**config.mk**
```make
export PLATFORM = sky130hd
export DESIGN_NAME = reg_window_ctrl
export DESIGN_NICKNAME = d
export VERILOG_FILES = /design/src/rtl/reg_window_ctrl.sv
export SDC_FILE = /design/constraint.sdc
export NUM_CORES = 1
export LEC_CHECK = 0
export CAP_MARGIN = 20
export CORE_ASPECT_RATIO = 1.2
export CORE_MARGIN = 4
export CORE_UTILIZATION = 27
export CTS_CLUSTER_DIAMETER = 30
export DETAILED_ROUTE_END_ITERATION = 7
export DONT_BUFFER_PORTS = 1
export SYNTH_ARGS = -nofsm -noshare
export SYNTH_HDL_FRONTEND = slang
export SYNTH_SLANG_ARGS = --single-unit
```
**constraint.sdc**
```tcl
create_clock -name Clk -period 2.3 [get_ports Clk]
set_input_delay 0.345 -clock Clk [delete_from_list [all_inputs] [get_ports Clk]]
set_output_delay 0.345 -clock Clk [all_outputs]
set_load 0.01 [all_outputs]
```
**src/rtl/reg_window_ctrl.sv**
```systemverilog
// -----------------------------------------------------------------------------
// reg_window_ctrl
//
// Upstream control stage of the SPARC register file.
//   - Holds the current window pointer (CWP) and window invalid mask (WIM).
//   - Executes SAVE / RESTORE and flags window overflow / underflow.
//   - Decodes the 5-bit architectural destination register into physical write
//     strobes for the global block (BE, RE7..RE0) and the windowed block
//     (WinIdx + WinWE). The decode is registered and acts as the writeback
//     pipeline register in front of the register blocks (1-cycle latency).
//
// Optional feature macro: REG_WINDOW_TRAP_CNT_EN
//   defined   : TrapCnt is a 16-bit saturating count of OvfTrap/UnfTrap pulses
//   undefined : no counter logic, TrapCnt tied to 16'h0000
//
// Parameters
//   NWINDOWS  number of register windows (2..32)
//   CWPW      CWP width, >= clog2(NWINDOWS)
//   PW        windowed physical index width, >= clog2(NWINDOWS*16)
//
// Ports
//   Clk       in   1         clock, rising edge
//   Rst       in   1         synchronous reset, active-high
//   WrEn      in   1         architectural register write request
//   RC        in   5         architectural destination register r0..r31
//   Save      in   1         SAVE request (pulse)
//   Restore   in   1         RESTORE request (pulse)
//   CwpLd     in   1         direct CWP load (WRPSR)
//   CwpIn     in   CWPW      CWP load value
//   WimLd     in   1         WIM load (WRWIM)
//   WimIn     in   NWINDOWS  WIM load value
//   BE        out  1         global block write enable
//   RE        out  8         one-hot global register select
//   WinWE     out  1         windowed block write enable
//   WinIdx    out  PW        windowed physical register index
//   Cwp       out  CWPW      current window pointer
//   Wim       out  NWINDOWS  window invalid mask
//   OvfTrap   out  1         window overflow, one-cycle pulse
//   UnfTrap   out  1         window underflow, one-cycle pulse
//   TrapCnt   out  16        trap counter (see macro above)
// -----------------------------------------------------------------------------
module reg_window_ctrl #(
   parameter int NWINDOWS = 8,
   parameter int CWPW     = 3,
   parameter int PW       = 7
) (
   input  logic                Clk,
   input  logic                Rst,
   input  logic                WrEn,
   input  logic [4:0]          RC,
   input  logic                Save,
   input  logic                Restore,
   input  logic                CwpLd,
   input  logic [CWPW-1:0]     CwpIn,
   input  logic                WimLd,
   input  logic [NWINDOWS-1:0] WimIn,
   output logic                BE,
   output logic [7:0]          RE,
   output logic                WinWE,
   output logic [PW-1:0]       WinIdx,
   output logic [CWPW-1:0]     Cwp,
   output logic [NWINDOWS-1:0] Wim,
   output logic                OvfTrap,
   output logic                UnfTrap,
   output logic [15:0]         TrapCnt
);

   // ---------------------------------------------------------------------------
   // Helper functions
   // ---------------------------------------------------------------------------

   // Reduce an arbitrary CWP value into 0..NWINDOWS-1.
   function automatic logic [CWPW-1:0] cwp_mod(input logic [CWPW-1:0] v);
      logic [31:0] t;
      t = 32'(v) % 32'(NWINDOWS);
      return t[CWPW-1:0];
   endfunction

   // Select WIM bit for window w; the loop avoids an index wider than the mask.
   function automatic logic wim_bit(input logic [NWINDOWS-1:0] m,
                                    input logic [CWPW-1:0]     w);
      logic b;
      b = 1'b0;
      for (int k = 0; k < NWINDOWS; k++) begin
         if (32'(w) == 32'(k)) b = m[k];
      end
      return b;
   endfunction

   // Physical windowed index: window * 16 + offset within the 16-entry slice.
   function automatic logic [PW-1:0] win_index(input logic [CWPW-1:0] w,
                                               input logic [3:0]      off);
      logic [31:0] t;
      t = 32'(w) * 32'd16 + 32'(off);
      return t[PW-1:0];
   endfunction

   // Saturating 16-bit increment.
   function automatic logic [15:0] sat_inc(input logic [15:0] c);
      return (c == 16'hFFFF) ? c : c + 16'd1;
   endfunction

   // ---------------------------------------------------------------------------
   // State
   // ---------------------------------------------------------------------------
   logic [CWPW-1:0]     cwp_q,    cwp_d;
   logic [NWINDOWS-1:0] wim_q,    wim_d;
   logic                be_q,     be_d;
   logic [7:0]          re_q,     re_d;
   logic                winwe_q,  winwe_d;
   logic [PW-1:0]       winidx_q, winidx_d;
   logic                ovf_q,    ovf_d;
   logic                unf_q,    unf_d;

   // Neighbouring windows, with wrap at both ends.
   logic [CWPW-1:0] cwp_dec;   // SAVE target
   logic [CWPW-1:0] cwp_inc;   // RESTORE target, also home of the ins

   always_comb begin
      cwp_dec = (cwp_q == '0) ? CWPW'(NWINDOWS - 1) : cwp_q - CWPW'(1);
      cwp_inc = (cwp_q == CWPW'(NWINDOWS - 1)) ? '0 : cwp_q + CWPW'(1);
   end

   // ---------------------------------------------------------------------------
   // Write address decode (uses the pre-update CWP)
   // ---------------------------------------------------------------------------
   always_comb begin
      be_d     = 1'b0;
      re_d     = 8'h00;
      winwe_d  = 1'b0;
      winidx_d = winidx_q;   // index only moves when a windowed write occurs
      if (WrEn) begin
         case (RC[4:3])
            2'b00: begin
               // g0 is hardwired zero: RC=0 produces no strobe at all.
               if (RC[2:0] != 3'd0) begin
                  be_d = 1'b1;
                  re_d = 8'h01 << RC[2:0];
               end
            end
            2'b01: begin   // outs r8..r15
               winwe_d  = 1'b1;
               winidx_d = win_index(cwp_q, {1'b0, RC[2:0]});
            end
            2'b10: begin   // locals r16..r23
               winwe_d  = 1'b1;
               winidx_d = win_index(cwp_q, {1'b1, RC[2:0]});
            end
            default: begin // ins r24..r31 alias the outs of window CWP+1
               winwe_d  = 1'b1;
               winidx_d = win_index(cwp_inc, {1'b0, RC[2:0]});
            end
         endcase
      end
   end

   // ---------------------------------------------------------------------------
   // Window pointer / WIM next state
   // ---------------------------------------------------------------------------
   always_comb begin
      cwp_d = cwp_q;
      wim_d = WimLd ? WimIn : wim_q;
      ovf_d = 1'b0;
      unf_d = 1'b0;
      if (CwpLd) begin
         // Direct load bypasses the trap check entirely.
         cwp_d = cwp_mod(CwpIn);
      end else if (Save && !Restore) begin
         // Trap check uses the WIM value before any same-edge WimLd.
         if (wim_bit(wim_q, cwp_dec)) ovf_d = 1'b1;
         else                         cwp_d = cwp_dec;
      end else if (Restore && !Save) begin
         if (wim_bit(wim_q, cwp_inc)) unf_d = 1'b1;
         else                         cwp_d = cwp_inc;
      end
      // Save and Restore together cancel: no move, no trap.
   end

   // ---------------------------------------------------------------------------
   // Stage boundary: writeback pipeline register and window state
   // ---------------------------------------------------------------------------
   always_ff @(posedge Clk) begin
      if (Rst) begin
         cwp_q    <= '0;
         wim_q    <= '0;
         be_q     <= 1'b0;
         re_q     <= 8'h00;
         winwe_q  <= 1'b0;
         winidx_q <= '0;
         ovf_q    <= 1'b0;
         unf_q    <= 1'b0;
      end else begin
         cwp_q    <= cwp_d;
         wim_q    <= wim_d;
         be_q     <= be_d;
         re_q     <= re_d;
         winwe_q  <= winwe_d;
         winidx_q <= winidx_d;
         ovf_q    <= ovf_d;
         unf_q    <= unf_d;
      end
   end

`ifdef REG_WINDOW_TRAP_CNT_EN
   // Counter advances on the same edge that registers the trap pulse, so the
   // new count is visible together with OvfTrap/UnfTrap.
   logic [15:0] trapcnt_q, trapcnt_d;

   always_comb begin
      trapcnt_d = trapcnt_q;
      if (ovf_d || unf_d) trapcnt_d = sat_inc(trapcnt_q);
   end

   always_ff @(posedge Clk) begin
      if (Rst) trapcnt_q <= 16'h0000;
      else     trapcnt_q <= trapcnt_d;
   end

   assign TrapCnt = trapcnt_q;
`else
   assign TrapCnt = 16'h0000;
`endif

   assign BE      = be_q;
   assign RE      = re_q;
   assign WinWE   = winwe_q;
   assign WinIdx  = winidx_q;
   assign Cwp     = cwp_q;
   assign Wim     = wim_q;
   assign OvfTrap = ovf_q;
   assign UnfTrap = unf_q;

endmodule
```
run_1/wires.png
Drawn at 4 px/um. Two of the layers only.
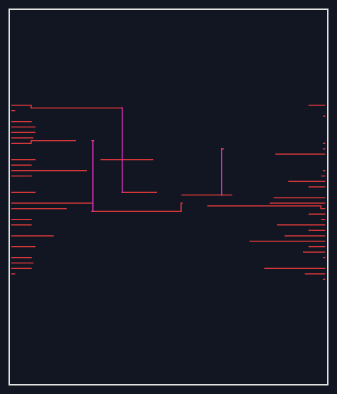
| layer | colour | wire length |
|---|---|---|
| metal 3 | red | 405 um |
| metal 4 | magenta | 50.3 um |
global-route usage over all layers: 0.107
detailed-route via count: 1250

run_1/placement.png
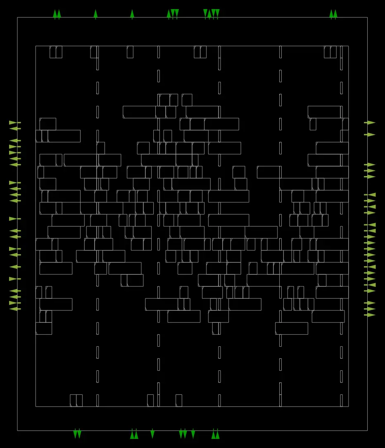
FILL cells: 639
tap cells: 80

run_1/clk_routes.png
Drawn at 6 px/um.
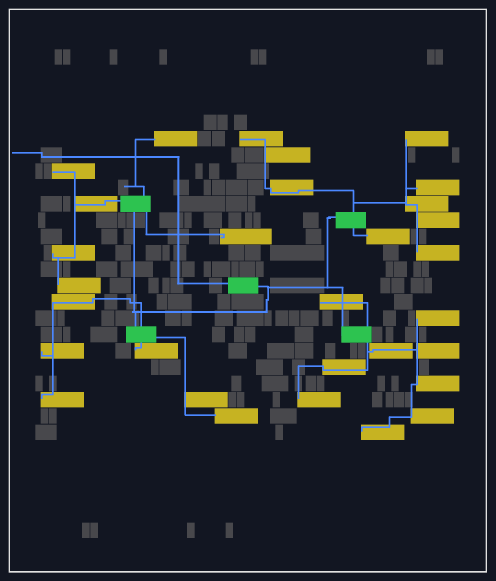
[clock drivers] green | count: 5
[flip-flops] yellow | count: 30
[clock wires] blue | length: 436 um
routed clock nets: 6

==> results.sh, run 1 <==
# physical design summary
export IMPL_outcome="completed"
export IMPL_setup_violations=0
export IMPL_die_w_um=79.3
export IMPL_grt_setup_unrepaired="no"
export IMPL_worstPathCellList="ha_4 > ha_4 > mux2_4 > or4_1 > nand4_1 > a21oi_2 > o31ai_4 > mux2_4"
export IMPL_slowest_stage="or4_1"
export IMPL_report_power_total_w=0.00126
export IMPL_floorplan_io_pins=69
export IMPL_timing_critical_path_from="Cwp[0]"
export IMPL_chipArea_um2=7410
export IMPL_yosys_cells=188
export IMPL_path_clk_slew_ns=0.06
export IMPL_num_rows=30
export IMPL_detail_route_vias_per_cell=4.58
export IMPL_placeableCoreArea_um2=5780
export IMPL_dp_worst_setup_slack_ns=0.0267
export IMPL_netlist_area_leader_share=0.365
export IMPL_finalClockPeriodUsage=0.976
export IMPL_postSynthCellCount=188
export IMPL_placer_congestion_estimate=0.824
export IMPL_rr_startpoint="Cwp[0]"
export IMPL_critPathCaptureType="flip-flop"
export IMPL_critical_path_top_delay_family="multiplexers"
export IMPL_critical_path_fanouts_max=6
export IMPL_setup_tns_ns=0
export IMPL_timing_max_transition_violations_final=0
export IMPL_grt_antenna_before_repair=0
export IMPL_clock_tree_htree_level_count=2
export IMPL_cts_path_max_buffers=2
export IMPL_drt_iter0_drc=44
export IMPL_cts_tree="done"
export IMPL_cts_buffer_count=5
export IMPL_syn_avg_cell_area_um2=8.75
export IMPL_cell_type_contributing_the_most_total_cell_area_after_synthesis="dfxtp_1"
export IMPL_detail_route_antenna_nets=0
export IMPL_total_leakage_power_nw=0.755
export IMPL_dpl_cell_count=262
export IMPL_setup_ws_ns=0.0559
export IMPL_final_layout_size_suffix_gt1_frac=0.145
export IMPL_drc=0
export IMPL_synth_lib_cells_used_distinct=39
export IMPL_die_h_um=93.5
export IMPL_worst_ep_required_time_ns=2.47
export IMPL_avgRoutedWirePerCell_um=14.1
-- run 1: what timing repair did --
item / 4_1_cts / 5_1_grt
setup buffers: 0 / 4
hold buffers: 0 / 0
setup endpoints to repair: 0 / 1
resized: 0 / 2
-- run 1: path summary, 6_finish.rpt --
| path | end | slack (ns) | cells past startpoint |
|---|---|---|---|
| setup / recovery | Cwp[1] | 0.06 | 8 |
| hold / removal | WinIdx[2] | 0.13 | 1 |
| setup reg to reg | Cwp[1] | 0.06 | 8 |
| hold reg to reg | WinIdx[0] | 0.50 | 2 |
-- run 1: area by class of cell --
type	instances	area (um2)	area share
Clock buffer	5	68.8	0.0381
Clock inverter	2	10.0	0.00554
Inverter	5	18.8	0.0104
Multi-Input combinational cell	144	950	0.526
Sequential cell	30	606	0.335
Tap cell	80	100	0.0554
Timing Repair Buffer	7	52.6	0.0291
-- run 1: through the flow --
stage	instance area [um2]	hold WS, ns
after floorplan	1730	0.422
after global placement	1680	0.419
after detailed placement	1680	0.420
after CTS	1760	0.118
after global routing	1810	0.116
final	1810	0.131
-- run 1: cell usage in the layout (no fill, tap or decap), drive strengths merged, types with 7 or more instances in the layout --
cell	instances
a21oi	9
buf	7
conb	17
dfxtp	30
ha	8
mux2i	14
nand2	14
nand2b	9
nor2	26
nor2b	7
nor3	8
-- run 1: worst reg2reg max path, cell delays in order, from the launching register on --
cell and delay (ns):
dfxtp_4 0.36, ha_4 0.16, ha_4 0.30, mux2_4 0.31
or4_1 0.40, nand4_1 0.12, a21oi_2 0.08, o31ai_4 0.08
mux2_4 0.32
-- run 1: Yosys cell counts --
library cell   count
dfxtp_1           30
dlygate4sd1_1      1
a22oi_1            1
nor2_1            26
mux2_4             2
o21ai_2            1
nand2b_1           9
or2_2              2
mux2_1             2
buf_4             16
nand4_1            1
a311oi_1           4
buf_2              1
buf_1              1
xor2_1             1
or3_1              1
o2111a_1           1
ha_1               8
nand4b_1           1
nor3_1             8
o21ai_0            3
nor2b_1            7
a211oi_1           3
nand3_1            1
o31ai_4            1
and3_1             1
nand2_1           14
a31oi_2            1
inv_1              5
clkbuf_1           5
a21oi_1            9
a211o_1            1
buf_6              1
nand3b_1           1
conb_1             1
nor4_1             1
mux2i_1           14
or4_1              1
a21o_2             1
-- run 1: metal layers --
| layer | track usage | vias to the layer above | wire length (um) | share of wire |
|---|---|---|---|---|
| li1 | - | 617 | - | - |
| met1 | 0.117 | 571 | 1500 | 0.39 |
| met2 | 0.176 | 56 | 1910 | 0.49 |
| met3 | 0.0530 | 6 | 405 | 0.10 |
| met4 | 0.0430 | 0 | 50 | 0.013 |
| met5 | 0 | - | 0 | 0 |
-- run 1: logic make-up after synthesis --
group | Yosys count | share of synthesized area
adders and majority gates | 8 | 0.0608
AOI/OAI and AO/OA | 26 | 0.119
DFF | 30 | 0.365
other | 1 | 0.00228
muxes | 18 | 0.117
xor gates and xnor gates | 1 | 0.00532
buffers and inverters | 30 | 0.113
and+or+nand+nor | 74 | 0.217
-- run 1: power by group --
part           internal (W)  leakage (nW)  switching [W]
clock network      0.000202        0.0438       0.000191
registers          0.000548         0.247      0.0000362
logic              0.000128         0.464       0.000157
total              0.000878         0.755       0.000385
==> run 2, diff against run 1 <==
--- a/constraint.sdc
+++ b/constraint.sdc
@@ -3,2 +3,2 @@
 set_output_delay 0.345 -clock Clk [all_outputs]
-set_load 0.01 [all_outputs]
+set_load 0.05 [all_outputs]
run_2/placement_by_type.png
Drawn at 3 px/um. Fill, decap, tap and diode cells in grey.
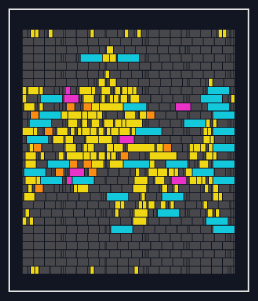
| class | colour | cells | share of their area |
|---|---|---|---|
| other buffers and delay cells | orange | 13 | 5.6% |
| clock drivers and dummy loads | magenta | 7 | 4.5% |
| flops | cyan | 30 | 35% |
| combinational and other logic | yellow | 149 | 55% |
Post-Route Utilization: 0.320
core area: 5780 um2
Final Instance Area: 1850 um2
number of placement rows: 30
sequential fraction of total cell area: 0.329

run_2/power_grid.png
Drawn at 4 px/um. Pins as bars on the die edge.
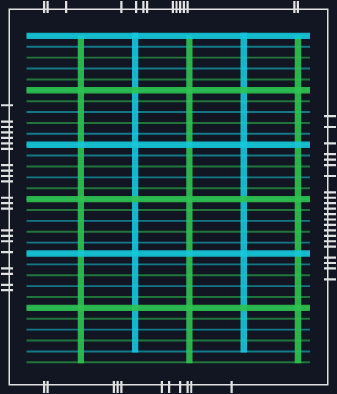
| net | colour |
|---|---|
| VSS | green |
| VDD | cyan |
met4 straps: 5
met5 straps: 6
met1 rails: 31

==> results.sh, run 2 <==
# physical design summary
export IMPL_switching_power_w=0.000510
export IMPL_timing_final_crit_period_ns=2.26
export IMPL_power_share_switching=0.366
export IMPL_cts_path_max_buffers=2
export IMPL_synth_area_top_cells="dfxtp_1 (37%), mux2i_1 (8.5%), buf_4 (7.3%)"
export IMPL_yosys_cells=188
export IMPL_critical_path_n_buffers_inverters=0
export IMPL_detail_route_vias_per_cell=4.54
export IMPL_p_comb_frac=0.277
export IMPL_final_layout_top_logic_cells="dfxtp_1 (27), nor2_1 (26), conb_1 (17), mux2i_1 (14), nand2_1 (14)"
export IMPL_yosys_top_cells_count="dfxtp_1 (30), nor2_1 (26), buf_4 (16), mux2i_1 (14), nand2_1 (14)"
export IMPL_tightestPinTransition_ns=0.530
export IMPL_cell_type_contributing_the_most_total_cell_area_after_synthesis="dfxtp_1"
export IMPL_power_share_sequential=0.441
export IMPL_top_cell_type_by_instance_count_after_synthesis="dfxtp_1"
export IMPL_slowest_stage="or4_1"
export IMPL_cts_buffer_count=5
export IMPL_placer_congestion_estimate=0.811
export IMPL_critical_path_fanouts_max=6
export IMPL_setup_tns_ns=0
export IMPL_cts_hold_buf=0
export IMPL_synth_lib_cells_used_distinct=39
export IMPL_netlist_area_leader_share=0.365
export IMPL_die_h_um=93.5
export IMPL_cts_repair_timing_setup_buffer_count=0
export IMPL_ys_async_sr_fraction=0
export IMPL_timing_max_transition_violations_final=0
export IMPL_worst_ep_required_time_ns=2.47
export IMPL_drt_iter0_drc=58
export IMPL_avgRoutedWirePerCell_um=13.4
export IMPL_grt_antenna_before_repair=0
export IMPL_critical_path_top_delay_family="multiplexers"
export IMPL_path_clk_slew_ns=0.06
export IMPL_dpl_cell_count=271
export IMPL_chipArea_um2=7410
export IMPL_critPathCaptureType="flip-flop"
export IMPL_power_frac_clock=0.282
export IMPL_p_int_w=0.000883
export IMPL_enable_flop_cells=0
export IMPL_grt_setup_unrepaired="yes"
export IMPL_setup_violations=0
export IMPL_grt_use_total=0.105
export IMPL_final_layout_size_suffix_gt1_frac=0.171
export IMPL_globalRouteOverflowTotal=0
export IMPL_clock_tree_htree_level_count=2
export IMPL_cts_tree="done"
export IMPL_outcome="completed"
export IMPL_die_w_um=79.3
export IMPL_log_warning_count=33
export IMPL_postSynthCellCount=188
export IMPL_detailed_route_via_count=1268
export IMPL_finalClockPeriodUsage=0.983
export IMPL_floorplan_io_pins=69
export IMPL_total_leakage_power_nw=0.789
export IMPL_worstPathCellList="ha_4 > ha_4 > mux2_4 > or4_1 > nand4_1 > a21oi_2 > o31ai_4 > mux2_4"
export IMPL_dominantRegCellSynth="dfxtp_1"
export IMPL_syn_avg_cell_area_um2=8.75
export IMPL_mostFrequentLayoutCell="dfxtp_1"
export IMPL_drc=0
-- run 2: power groups by stage --
stage / registers [W] / logic (W) / clock network (W)
floorplan: 0.000677 / 0.000288 / 0
global placement: 0.000627 / 0.000379 / 0
detailed placement: 0.000627 / 0.000378 / 0
CTS: 0.000616 / 0.000379 / 0.000409
global route: 0.000619 / 0.000418 / 0.000435
finish: 0.000615 / 0.000385 / 0.000393
-- run 2: final timing paths --
check	from	to	slack, ns	depth (start not counted)
max reg2reg	Cwp[0]	Cwp[1]	0.04	8
max	Cwp[0]	Cwp[1]	0.04	8
min reg2reg	Cwp[0]	WinIdx[4]	0.64	2
min	Rst	WinIdx[0]	0.12	1
-- run 2: layout make-up --
type                            count  area (um2)
Fill cell                         634        3930
Multi-Input combinational cell    144         947
Sequential cell                    30         609
Tap cell                           80         100
Timing Repair Buffer               13        97.6
Clock buffer                        5        68.8
Inverter                            5        18.8
Clock inverter                      2        10.0
-- run 2: kinds of logic (layout without fill, tap and decap cells) --
kind of cell	Yosys count	in the layout	synth area share
xor+xnor	1	1	0.00532
other cells	1	17	0.00228
fa+ha+maj	8	8	0.0608
compound gates	26	26	0.119
flops	30	30	0.365
buf+inv	30	25	0.113
simple gates	74	74	0.217
mux	18	18	0.117
-- run 2: layer usage --
metal  wire, um  track usage  up-vias
met5          0            0        -
met4         64       0.0530        0
met3        425       0.0511       10
met2       1840        0.171       62
li1           -            -      627
met1       1410        0.112      569
-- run 2: metrics by stage --
step	hold WS [ns]	utilization	setup WS, ns	instance area (um2)	power, W
global route	0.104	0.320	-0.0223	1850	0.00147
floorplan	0.422	-	-0.0260	1740	0.000965
global placement	0.418	0.305	0.0746	1770	0.00101
CTS	0.114	0.319	0.0385	1840	0.00140
detailed placement	0.420	0.305	0.0516	1770	0.00100
finish	0.122	0.320	0.0394	1850	0.00139
==> run 3, diff against run 2 <==
Settings changed: ABC_CLOCK_PERIOD_IN_PS from default to 2300.
run_3/clk_routes.png
Drawn at 6 px/um.
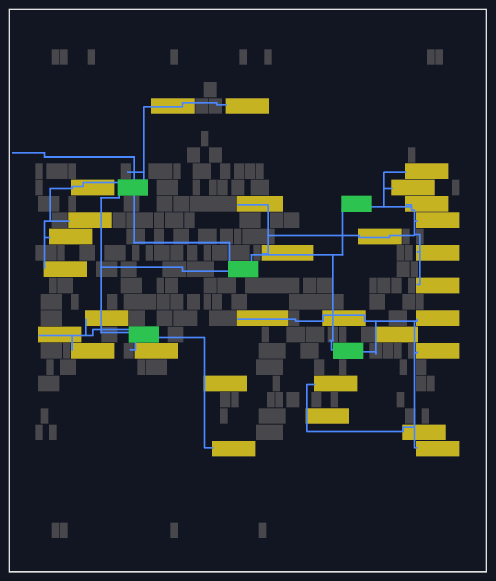
[clock drivers] green | count: 5
[flip-flops] yellow | count: 30
[clock wires] blue | length: 446 um
routed clock nets: 6

run_3/wires.png
Drawn at 4 px/um. Two of the layers only.
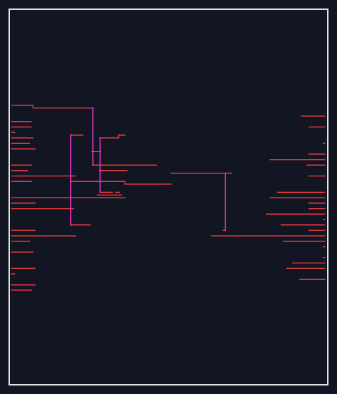
| layer | colour | wire length |
|---|---|---|
| metal 3 | red | 426 um |
| metal 4 | magenta | 64.6 um |
detailed-route via count: 1268
global-route usage over all layers: 0.105
Avg WL per Cell: 13.4 um
total wire length: 3750 um

==> results.sh, run 3 <==
# physical design summary
export IMPL_setup_ws_ns=0.0394
export IMPL_cts_tree="done"
export IMPL_fill_cells=634
export IMPL_drc=0
export IMPL_grt_setup_unrepaired="yes"
export IMPL_yosys_cells=188
export IMPL_rr_startpoint="Cwp[0]"
export IMPL_cell_type_contributing_the_most_total_cell_area_after_synthesis="dfxtp_1"
export IMPL_chipArea_um2=7410
export IMPL_cts_hold_buf=0
export IMPL_finalClockPeriodUsage=0.983
export IMPL_drt_iter0_drc=58
export IMPL_final_layout_top_logic_cells="dfxtp_1 (27), nor2_1 (26), conb_1 (17), mux2i_1 (14), nand2_1 (14)"
export IMPL_log_warning_count=33
export IMPL_postSynthCellCount=188
export IMPL_clock_tree_htree_level_count=2
export IMPL_critical_path_fanouts_max=6
export IMPL_placement_cell_area_um2=1770
export IMPL_final_design_area_no_fill_um2=1850
export IMPL_cts_path_max_buffers=2
export IMPL_grt_antenna_before_repair=0
export IMPL_ys_async_sr_fraction=0
export IMPL_detail_route_vias_per_cell=4.54
export IMPL_min_delay_start="Rst"
export IMPL_placer_congestion_estimate=0.811
export IMPL_dp_worst_setup_slack_ns=0.0516
export IMPL_cts_buffer_count=5
export IMPL_globalRouteOverflowTotal=0
export IMPL_mostFrequentLayoutCell="dfxtp_1"
export IMPL_synth_lib_cells_used_distinct=39
export IMPL_syn_avg_cell_area_um2=8.75
export IMPL_timing_max_transition_violations_final=0
export IMPL_hold_worst_slack_ns=0.122
export IMPL_tightestPinTransition_ns=0.530
export IMPL_floorplan_io_pins=69
export IMPL_placeableCoreArea_um2=5780
export IMPL_timing_critical_path_from="Cwp[0]"
export IMPL_outcome="completed"
export IMPL_post_route_utilization=0.320
export IMPL_die_w_um=79.3
export IMPL_critPathCaptureType="flip-flop"
export IMPL_worst_ep_required_time_ns=2.47
export IMPL_die_h_um=93.5
-- run 3: cell counts in the layout (fill, tap and decap cells not counted) --
Identical to the previous run, type by type.
-- run 3: stage by stage --
step / total power (W) / setup TNS [ns] / instances
2_1_floorplan: 0.000965 / -0.0260 / 204
3_3_place_gp: 0.00101 / 0 / 271
3_5_place_dp: 0.00100 / 0 / 271
4_1_cts: 0.00140 / 0 / 278
5_1_grt: 0.00147 / -0.0223 / 279
6_report: 0.00139 / 0 / 279
-- run 3: worst paths after layout --
check	cells past startpoint	end	slack, ns
hold reg to reg	2	WinIdx[4]	0.64
setup reg to reg	8	Cwp[1]	0.04
hold / removal	1	WinIdx[0]	0.12
setup / recovery	8	Cwp[1]	0.04
-- run 3: what timing repair did --
| action | 4_1_cts | 5_1_grt |
|---|---|---|
| endpoints found under the hold margin | 0 | 0 |
| endpoints found under the setup margin | 0 | 1 |
| setup buffers | 0 | 1 |
-- run 3: routing by layer --
layer	wire length [um]	track usage
met5	0	0
met2	1840	0.171
met3	425	0.0511
met4	64	0.0530
met1	1410	0.112
-- run 3: cell families (layout without fill, tap and decap cells) --
| group | Yosys count | in the layout | synth area share |
|---|---|---|---|
| other cells | 1 | 17 | 0.00228 |
| xor+xnor | 1 | 1 | 0.00532 |
| fa+ha+maj | 8 | 8 | 0.0608 |
| compound gates | 26 | 26 | 0.119 |
| buf+inv | 30 | 25 | 0.113 |
| simple gates | 74 | 74 | 0.217 |
| flops | 30 | 30 | 0.365 |
| mux | 18 | 18 | 0.117 |
-- run 3: where the power goes --
part	total [W]	switching, W	internal [W]	leakage, nW
registers	0.000615	0.0000663	0.000548	0.248
clock network	0.000393	0.000191	0.000202	0.0438
logic	0.000385	0.000252	0.000133	0.497
total	0.00139	0.000510	0.000883	0.789
-- run 3: cell type report --
type                       count  area, um2  area share
clock buffer                   5       68.8      0.0372
clock inverter                 2       10.0     0.00541
inverter                       5       18.8      0.0101
multi-input combinational    144        947       0.511
sequential                    30        609       0.329
tap                           80        100      0.0541
timing repair buffer          13       97.6      0.0527
-- run 3: worst max-delay path, stage by stage (launching register included) --
cell	delay [ns]
dfxtp_4	0.37
ha_4	0.17
ha_4	0.30
mux2_4	0.31
or4_1	0.39
nand4_1	0.12
a21oi_2	0.08
o31ai_4	0.09
mux2_4	0.32
No activity file was given, so power comes from the tool's default toggle rates.
